==> config.mk <==
export PLATFORM = sky130hd
export DESIGN_NAME = imem_loader
export DESIGN_NICKNAME = d
export VERILOG_FILES = /design/src/rtl/imem_loader.sv
export SDC_FILE = /design/constraint.sdc
export NUM_CORES = 1
export LEC_CHECK = 0
export CAP_MARGIN = 0
export CORE_ASPECT_RATIO = 1.1
export CORE_MARGIN = 2
export CORE_UTILIZATION = 35
export DETAILED_ROUTE_END_ITERATION = 10
export SYNTH_ARGS = -nofsm -noshare
export SYNTH_HDL_FRONTEND = slang
export SYNTH_SLANG_ARGS = --single-unit
==> constraint.sdc <==
create_clock -name clk -period 2.2 [get_ports clk]
set_input_delay 0.33 -clock clk [delete_from_list [all_inputs] [get_ports clk]]
set_output_delay 0.33 -clock clk [all_outputs]
set_load 0.1 [all_outputs]
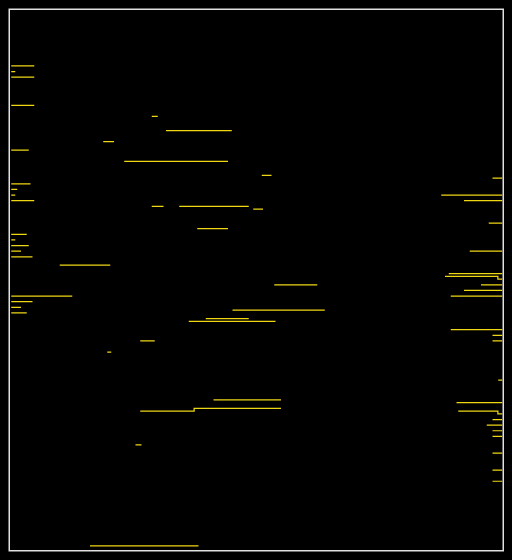
Fig. 1. Met3 routing.
share of all routed wire: 3.7%
longest straight run: 26.0 um
nets with wire on the layer: 52
wire length on this layer: 446 um
GR Util met3: 2.91%
Post-Route WL: 12.2 mm
vias: 4084

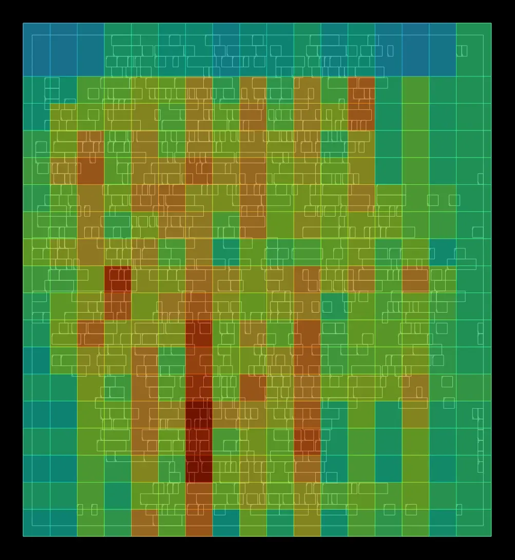
Fig. 2. Congestion heat map.
Tot GR Track Use: 16.0%
DR WL/cell: 14.2 um
Finished Core Util: 43.3%
Most Crowded Layer GR: met2
grt met2 use: 25.4%

==> impl_metrics.toml <==
# physical design summary
[final_timing]
finalSetupViolations = 0
setup_slack_ps = 171
max_slew_margin_pct = 66.6
tightestPinTransition_ps = 501
whs_ps = 375
fin_crit_sh_pct = 92.2
period_needed_ps = 2030
rsz0062_at_grt = "no"
hold_viol = 0
fmax_ghz = 0.493
fin_tns_setup_ps = 0
slew_violations = 0
final.setup_skew_ps = 11.8

[drt]
ant_nets = 0
drt-initial-drc-count = 198
first_pass_iters = 4
met2_length_mm = 5.49
wl_met3_um = 445
drt-vias-per-instance = 4.75
wl_met1_mm = 6.05
drc = 0
highest_layer = "met4"

[critical_path]
crit_fanout = 3
startpoint_type = "flip-flop"
cp.required_ps = 2440
ff2ff_path_depth = 7
crit_family = "simple AND/OR/NAND/NOR gates"
arrival_ps = 2270
crit_path_top_delay_cell = "or3_1"
path_cells = "ha_1 -> nand3_1 -> or3_1 -> and3_2 -> o31ai_1 -> a22o_1 -> o31ai_2"
slowest_delay_ps = 360
path_class = "flip-flop to flip-flop"
r2r_setup_slack_ps = 170
cp_num_buf_inv = 0
cp.depth = 7
crit_path_end_kind = "flip-flop"

[die]
core_util_floorplan_pct = 35.6
rows = 46
chipArea_um2 = 15600
dieHeight_um = 131
core-area_um2 = 14400
ioPinCount = 80
die_width_um = 119

[power]
p_clk_share_pct = 40.4
pg_comb_uw = 340
leakagePower_uw = 0.00229
irDropWorstVdd_v = 0.000372
p_seq_share_pct = 51.1
power.group.top = "sequential cells"
p_seq_uw = 2040
power_uw = 4000
power_frac_comb_pct = 8.5
power.switching_fraction_pct = 26.6
powerDensity_nw_per_um2 = 642
internal_power_uw = 2940
pg_clk_uw = 1610
power_switching_uw = 1060

[placement]
place.gp.congestion = 0.818
place_area_um2 = 5910
numPortBuffers = 63
pre_cts_ws_ps = -115
dpl.hpwl_mm = 8.97
placed_cells = 844

[cells_and_area]
layout.cells.most_common = "nand2_1"
diodes = 0
fill_cells = 1493
lay_top_cells = "nand2_1 (163), dfxtp_1 (109), a21boi_0 (79), buf_4 (79), xnor2_1 (24)"
nets = 676
syn_to_final_growth_pct = 21.5
largest_reg_flops = 32
fin_cells = 860
design_area_um2 = 6220
layout-drive-gt1-share_pct = 17.7

[synth]
edf_count = 0
topCellsByArea = "dfxtp_1 (43%), nand2_1 (12%), a21boi_0 (12%)"
synth-async-reset-ratio_pct = 0
yosysMostFrequentCell = "nand2_1"
synth_seq_share_pct = 43.4
ys_cells = 601
synth-area-yosys_um2 = 5120
common_cells = "nand2_1 (163), dfxtp_1 (111), a21boi_0 (79)"
synth_cell_types = 54
yosys.area.top_type_share_pct = 43.4
syn_inst = 601
syn_area_per_cell_um2 = 8.52
synth_flops = 111
ff_type = "dfxtp_1"
synth_area_um2 = 5120
yosysTopAreaCell = "dfxtp_1"
yosysWarnings = 0

[clock_network]
clkLatencyLatePin_ps = 350
numCtsBuffers = 9
root_buffer = "clkbuf_16"
clock_path_buffers = 2
clkTransAtPathRegs_ps = 80
cts_tree = "built"
post-cts-setup-buffers = 0
h-tree-depth = 3
clock-sinks = 111

[global_route]
grt_overflow = 0
first_global_vias = 3875
grt_max_degree = 60
met1_usage_pct = 21.7
grt_pass1_wl_mm = 19.8
antenna_found_initial = 0

[flow_run]
warnings = 26
cap_violations = 0

[worst_hold_path]
hold_path_depth = 1
hold_class = "input port to flip-flop"

[outcome]
status = "completed"
## repair_timing
item                                    4_1_cts  5_1_grt
endpoints found under the setup margin        0        2
gates resized                                 0        4
hold buffers                                  0        0
## area by class of cell
cell class                      count  area (um2)  area share, %
Timing Repair Buffer               95         808           13.0
Sequential cell                   111        2220           35.7
Inverter                            5        22.5          0.362
Multi-Input combinational cell    441        2630           42.2
Clock buffer                        9         225           3.62
Clock inverter                      7        77.6           1.25
Tap cell                          192         240           3.86
## cells by family (layout without fill, tap and decap cells)
kind of cell    Yosys count  after routing  synth area share (%)
xor+xnor                 33             33                  5.64
buf+inv                  64            116                  6.77
simple gates            268            268                  25.3
flops                   111            111                  43.4
mux                      16             16                  3.13
fa+ha+maj                 2              2                 0.489
other cells               1             16                0.0732
compound gates          106            106                  15.2
